$ cat config.mk
export PLATFORM = sky130hd
export DESIGN_NAME = onehot_sequencer
export DESIGN_NICKNAME = d
export VERILOG_FILES = /design/src/rtl/chacha_pkg.sv /design/src/rtl/onehot_ring.sv /design/src/rtl/onehot_sequencer.sv
export SDC_FILE = /design/constraint.sdc
export NUM_CORES = 1
export LEC_CHECK = 0
export ABC_AREA = 0
export CAP_MARGIN = 20
export CORE_ASPECT_RATIO = 1.5
export CORE_MARGIN = 2
export CORE_UTILIZATION = 43
export CTS_BUF_LIST = sky130_fd_sc_hd__clkbuf_4
export DETAILED_ROUTE_END_ITERATION = 16
export HOLD_SLACK_MARGIN = 0.12
export PLACE_DENSITY = 0.76
export SYNTH_ARGS = -nofsm -noshare
export SYNTH_HDL_FRONTEND = slang
export SYNTH_SLANG_ARGS = --single-unit
$ cat constraint.sdc
create_clock -name clk_i -period 1.45 [get_ports clk_i]
set_input_delay 0.29 -clock clk_i [delete_from_list [all_inputs] [get_ports clk_i]]
set_output_delay 0.29 -clock clk_i [all_outputs]
set_load 0.005 [all_outputs]
$ cat src/rtl/chacha_pkg.sv
// Shared types and helpers for the ChaCha20 core control logic.
package chacha_pkg;

  typedef enum logic {
    SEQ_IDLE = 1'b0,
    SEQ_RUN  = 1'b1
  } seq_state_t;

  // Ceiling log2, usable in constant expressions; clog2(1) == 0.
  function automatic int clog2(input int value);
    int result;
    result = 0;
    for (int span = 1; span < value; span = span * 2) begin
      result = result + 1;
    end
    return result;
  endfunction

endpackage

$ cat src/rtl/onehot_ring.sv
// One-hot position register with a matching binary index. Supports
// re-initialise to position 0, direct load and a circular one-step shift.
module onehot_ring #(
  parameter int DATA_BITS = 8,
  parameter int IDX_BITS  = 3
) (
  input  logic                 clk,
  input  logic                 rst,
  input  logic                 init,
  input  logic                 load,
  input  logic [IDX_BITS-1:0]  load_idx,
  input  logic                 shift,
  output logic [DATA_BITS-1:0] state,
  output logic [IDX_BITS-1:0]  idx,
  output logic                 wrap
);

  localparam logic [IDX_BITS-1:0] LAST_IDX = IDX_BITS'(DATA_BITS - 1);

  logic at_last;

  assign at_last = (idx == LAST_IDX);

  // A shift taken from the last position returns to position 0 and ends a pass.
  assign wrap = shift && at_last;

  // Position register: init beats load beats shift; load_idx is assumed in range.
  always_ff @(posedge clk or posedge rst) begin
    if (rst) begin
      state <= DATA_BITS'(1);
      idx   <= '0;
    end else if (init) begin
      state <= DATA_BITS'(1);
      idx   <= '0;
    end else if (load) begin
      state <= DATA_BITS'(1) << load_idx;
      idx   <= load_idx;
    end else if (shift) begin
      if (at_last) begin
        state <= DATA_BITS'(1);
        idx   <= '0;
      end else begin
        state <= state << 1;
        idx   <= idx + IDX_BITS'(1);
      end
    end
  end

endmodule

$ cat src/rtl/onehot_sequencer.sv
// One-hot step sequencer for the ChaCha20 round schedule: start/busy/done
// handshake, multi-pass repeat (or free-running ring when REPEAT is 0),
// indexed load with range check, and a registered binary index.
module onehot_sequencer
  import chacha_pkg::*;
#(
  parameter  int DATA_BITS = 8,
  parameter  int REPEAT    = 10,
  localparam int IDX_BITS  = (clog2(DATA_BITS) > 1) ? clog2(DATA_BITS) : 1,
  localparam int PASS_BITS = (clog2(REPEAT + 1) > 1) ? clog2(REPEAT + 1) : 1
) (
  input  logic                 clk_i,
  input  logic                 rst_i,
  input  logic                 init_i,
  input  logic                 start_i,
  input  logic                 incr_i,
  input  logic                 load_i,
  input  logic [IDX_BITS-1:0]  load_idx_i,
  output logic [DATA_BITS-1:0] state_o,
  output logic [IDX_BITS-1:0]  idx_o,
  output logic [PASS_BITS-1:0] pass_o,
  output logic                 first_o,
  output logic                 last_o,
  output logic                 busy_o,
  output logic                 done_o,
  output logic                 err_o
);

  localparam logic [IDX_BITS:0]    DATA_LIMIT = (IDX_BITS + 1)'(DATA_BITS);
  localparam logic [PASS_BITS-1:0] REPEAT_CNT = PASS_BITS'(REPEAT);

  seq_state_t           fsm_q;
  seq_state_t           fsm_d;
  logic [PASS_BITS-1:0] pass_q;
  logic [PASS_BITS-1:0] pass_d;
  logic [PASS_BITS-1:0] pass_inc;
  logic                 done_q;
  logic                 done_d;
  logic                 err_q;
  logic                 err_d;
  logic                 load_ok;
  logic                 ring_init;
  logic                 ring_load;
  logic                 ring_shift;
  logic                 ring_wrap;

  // A load target is usable only if it names an existing position.
  assign load_ok = ({1'b0, load_idx_i} < DATA_LIMIT);

  // Ring controls follow the per-cycle priority init > load > start/incr.
  assign ring_init  = init_i || (!load_i && (fsm_q == SEQ_IDLE) && start_i);
  assign ring_load  = !init_i && load_i && load_ok;
  assign ring_shift = !init_i && !load_i && (fsm_q == SEQ_RUN) && incr_i;
  assign pass_inc   = pass_q + PASS_BITS'(1);

  onehot_ring #(
    .DATA_BITS (DATA_BITS),
    .IDX_BITS  (IDX_BITS)
  ) u_ring (
    .clk      (clk_i),
    .rst      (rst_i),
    .init     (ring_init),
    .load     (ring_load),
    .load_idx (load_idx_i),
    .shift    (ring_shift),
    .state    (state_o),
    .idx      (idx_o),
    .wrap     (ring_wrap)
  );

  // Sequencer state register.
  always_ff @(posedge clk_i or posedge rst_i) begin
    if (rst_i) begin
      fsm_q <= SEQ_IDLE;
    end else begin
      fsm_q <= fsm_d;
    end
  end

  // Next-state, pass count and the done/err pulse requests.
  always_comb begin
    fsm_d  = fsm_q;
    pass_d = pass_q;
    done_d = 1'b0;
    err_d  = 1'b0;
    if (init_i) begin
      fsm_d  = SEQ_IDLE;
      pass_d = '0;
    end else if (load_i) begin
      err_d = !load_ok;
    end else begin
      case (fsm_q)
        SEQ_IDLE: begin
          if (start_i) begin
            fsm_d  = SEQ_RUN;
            pass_d = '0;
          end
        end
        SEQ_RUN: begin
          if (ring_wrap) begin
            pass_d = pass_inc;
            if ((REPEAT != 0) && (pass_inc == REPEAT_CNT)) begin
              fsm_d  = SEQ_IDLE;
              done_d = 1'b1;
            end
          end
        end
        default: fsm_d = SEQ_IDLE;
      endcase
    end
  end

  // Pass counter and one-cycle status pulses.
  always_ff @(posedge clk_i or posedge rst_i) begin
    if (rst_i) begin
      pass_q <= '0;
      done_q <= 1'b0;
      err_q  <= 1'b0;
    end else begin
      pass_q <= pass_d;
      done_q <= done_d;
      err_q  <= err_d;
    end
  end

  assign pass_o  = pass_q;
  assign done_o  = done_q;
  assign err_o   = err_q;
  assign busy_o  = (fsm_q == SEQ_RUN);
  assign first_o = state_o[0];
  assign last_o  = state_o[DATA_BITS-1];

endmodule

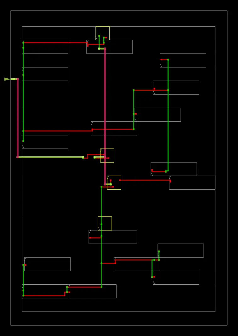
**Above:** run 1 (clock nets).
Power Clock: 0.290 mW
Worst-Skew Late Latency: 0.30 ns
clock skew: 0.00749 ns
Num CTS Buffers: 3

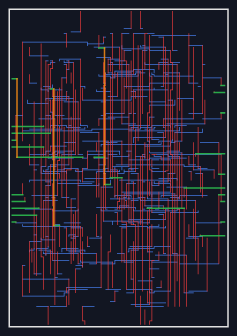
**Above:** run 1 (metal layers overlaid).
[green] M3 | wire length: 91.8 µm
[red] M2 | wire length: 1,720 µm
[blue] M1 | wire length: 1,050 µm
[orange] M4 | wire length: 70.0 µm

==> CHANGELOG.md, run 1 <==
### Changed

- GR Overflow Total: 0
- Core box area: ~2200 µm²
- Peak Freq: between 700 and 800 MHz
- Clock network share of area: 1.81%
- TritonRoute pass-1 iters: 4
- Clock tree buffer depth: 2
- Switching portion of total power: a little over a quarter
- Area grow syn2layout: 66.3%
- Share of cells above drive strength 1: 39.5%
- Pin count of the biggest net entering global routing: 12
- Synth Area per Inst: 9.98 µm²
- Finished Layout Cells: 180
- Hold Violations, Final: 0
- Cycle use final: 98.0%
- Run status: completed
- Clkbuf count: 4
- FF-to-FF End: u_ring.idx[1]
- Place WS: -0.375 ns
- Seq/total area: between 20% and 30%
- Slowest-stage cell, CP: dfrtp_1
- Post-CTS sizing: 22
- P_leak: around 0.89 nW
- Detail Placement HPWL: 1880 µm
- Met2 usage: 42.7%
- DR top layer: met4
- Synth top cells by count: dfrtp_1, inv_1, a22o_1
- Inst Count DP: around 160
- Flops: 17
- Top-area cell share: 40.1%
- Reg power frac: 48.2%
- Vias: 1,023
- Yosys Instances: around 100
- I/O Pins: 29
- Comb area leader: AND-OR/OR-AND gates
- Die Height: approximately 63 µm
- Hold Path Class: input port to async pin
- CP Class: register to output pin
- Cells after Synth: 100
- Top cell category: combinational gates
- PD cells: about 620 nW/µm²
- CP Capture Point: idx_o[0]
- Gr busiest metal: met2
- Initial antenna violation count: 0
- Post-route cell area: 1660 µm²
- Biggest area cells: dfrtp_1, a22o_1, o32ai_1
- Ys async rst share: 100%
- Cell Int Power: 0.753 mW
- Plain + repair buffers: ~62
- Count leader, synth: dfrtp_1
- Setup TNS: 0 ns
- Max incr delay on CP: slightly above 0.4 ns
- Seq group: ~0.50 mW
- First-pass GRT wire length: about 4600 µm
- Post-synth EDFFs: 0
- Top cells excl fill/tap: buf_4, dfrtp_1, dlygate4sd2_1, inv_1, a22o_1
- Final core utilization: between 70% and 80%
- Comb power frac: approximately a quarter
- Storage element area: between 400 and 500 µm²
- Worst vdd ir: ~0.00033 V
- M1 GR Usage: 21.8%
- Avg WL per Cell: ~16 µm
- Max Cap Viol: 0
- FF+latch count, synth: 17
- Stages on the worst setup path: 2
- CP delay by family, top: buffers and inverters
- DRT iter0 DRCs: 20
- Root buffer cell: clkbuf_4
- Post CTS Setup Buffer Count: 13
- Critical path endpoint category: output pin
- Number of H-tree levels: 1
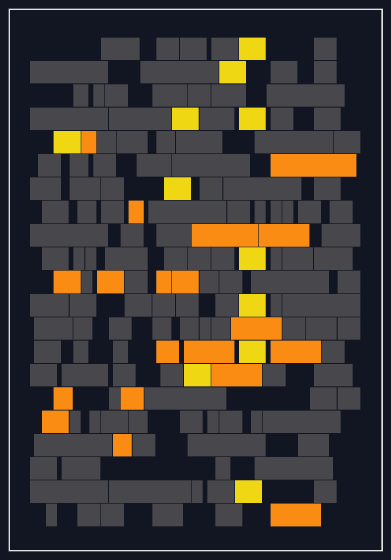
**Above:** run 1 (gate families picked out).
[yellow] non-inverting ao/oa cells | cells: 11
[orange] aoi and oai cells | cells: 19

**Run 1: clock network drawn from the DEF**

Scale bar: 10 µm.
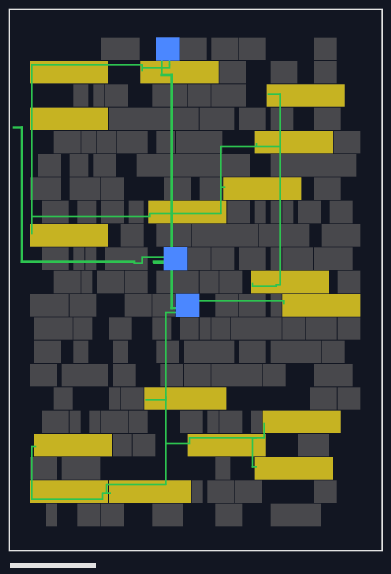

==> run 1 -> run 2 <==
--- a/config.mk
+++ b/config.mk
@@ -9,11 +9,12 @@
 export CAP_MARGIN = 20
 export CORE_ASPECT_RATIO = 1.5
 export CORE_MARGIN = 2
-export CORE_UTILIZATION = 43
-export CTS_BUF_LIST = sky130_fd_sc_hd__clkbuf_4
+export CORE_UTILIZATION = 42
+export CTS_BUF_LIST = sky130_fd_sc_hd__clkbuf_16
 export DETAILED_ROUTE_END_ITERATION = 16
 export HOLD_SLACK_MARGIN = 0.12
-export PLACE_DENSITY = 0.76
+export PLACE_DENSITY = 0.75
+export SETUP_SLACK_MARGIN = 0.2
 export SYNTH_ARGS = -nofsm -noshare
 export SYNTH_HDL_FRONTEND = slang
 export SYNTH_SLANG_ARGS = --single-unit
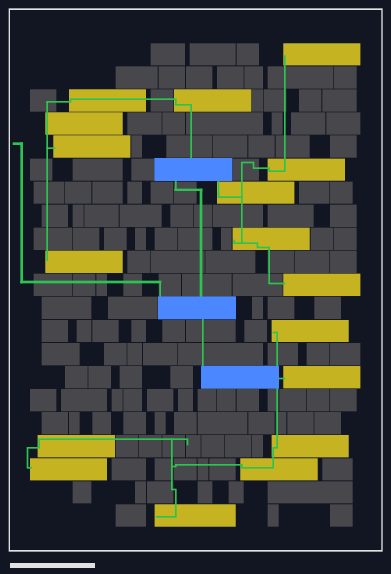
**Above:** run 2 (clock network drawn from the DEF).
Scale bar: 10 µm.
[green] clock wires | length: 226 µm
[blue] clock-net drivers | count: 3
[yellow] flip-flops | count: 17
routed clock nets: 4

==> run 2 against run 1 <==
Compared with the run above: setup slack worse by 0.0070 ns; register-to-register slack worse by 0.02 ns; non-clock buffer count up 4; clock power up 91%; first-iteration DRC count up 15%; clock skew down 0.0049 ns; sequential power about the same; synthesized area unchanged; critical endpoint is now u_ring.state[5]; largest power group is now clock; highest routed layer unchanged.
==> CHANGELOG.md, run 2 <==
### Changed

- Layout Nets: 175
- Cycle use final: between 90% and 100%
- Die Height: 63.7 µm
- Count leader, synth: dfrtp_1
- FF+latch count, synth: 17
- P_leak: between 0.8 and 0.9 nW
- Power Clock: ~0.55 mW
- Cells after Synth: around 100
- DRT iter0 DRCs: 23
- Worst vdd ir: between 0.0005 and 0.0006 V
- Setup TNS: 0 ns
- First-pass GRT wire length: between 4000 and 5000 µm
- Met2 usage: between 40% and 50%
- Top cells excl fill/tap: buf_4, dfrtp_1, dlygate4sd2_1, inv_1, a22o_1
- Top cell category: combinational gates
- Hold Path Class: input port to async pin
- Post-route cell area: 1810 µm²
- Clock network fraction of total power: between 40 and 50%
- Comb area: 669 µm²
- Clock network share of area: roughly 4.4%
- Area reported by Yosys stat: 998 µm²
- Cell Int Power: a little over 1 mW
- Share of cells above drive strength 1: a little under half
- Final setup viols: 0
- DR top layer: met4
- Avg WL per Cell: about 18 µm
- Hold Violations, Final: 0
- Worst R2R Setup Slack: about 0.022 ns
- Detail Placement HPWL: 1890 µm
- Initial antenna violation count: 0
- Pin count of the biggest net entering global routing: 12
- CP Class: register to register
- Seq group: 0.502 mW
- Comb power frac: between 20% and 30%
- Synth Area per Inst: roughly 10 µm²
- Die area: ~2800 µm²
- CP delay by family, top: AND-OR/OR-AND gates
- I/O Pins: 29
- CP Capture Point: u_ring.state[5]
- Vias: 1,059
- Post-synth EDFFs: 0
- Inst Count DP: 158
- Core box area: 2230 µm²
- Yosys Instances: 100
- Plain + repair buffers: 66
- Top-area cell share: between 40% and 50%
- Ys async rst share: 100%
- Area grow syn2layout: 81.2%
- Post CTS Setup Buffer Count: 16
- Slowest-stage cell, CP: dfrtp_1
- Run status: completed
- Post-CTS sizing: approximately 49
- Root buffer cell: clkbuf_16
- Num CTS Buffers: 3
- FF-to-FF End: u_ring.state[5]
- Critical path endpoint category: register
- Metal3 WL: roughly 170 µm
- Flops: 17
- Worst-Skew Late Latency: approximately 0.25 ns
- Final core utilization: 81.0%
- PD cells: roughly 740 nW/µm²
- Number of H-tree levels: 1
- TritonRoute pass-1 iters: 4
- Clock tree buffer depth: 2
- Synth top cells by count: dfrtp_1, inv_1, a22o_1
- GR Overflow Total: 0
- Max Cap Viol: 0
- Clkbuf count: 3
- Reg power frac: a little under two fifths
- Syn_nets: roughly 110
- M1 GR Usage: between 20% and 30%
- Comb area leader: AND-OR/OR-AND gates
- Clock skew: ~0.0026 ns
- Seq/total area: 23.6%
- Biggest area cells: dfrtp_1, a22o_1, o32ai_1
- Place WS: -0.435 ns
- Gr busiest metal: met2
- Storage element area: roughly 430 µm²
- Stages on the worst setup path: 5
- CTS tree: yes
- Max incr delay on CP: about 0.39 ns
- Peak Freq: about 700 MHz
- Switching portion of total power: about 24%
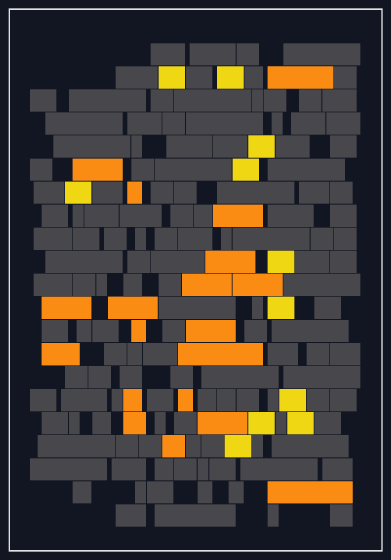
**Above:** run 2 (gate families picked out).
multi-input logic portion of the cell area: 37.0%
Finished Layout Cells: 184
most numerous logic cell after layout: buf_4

Power is estimated from default activity; no workload was simulated.
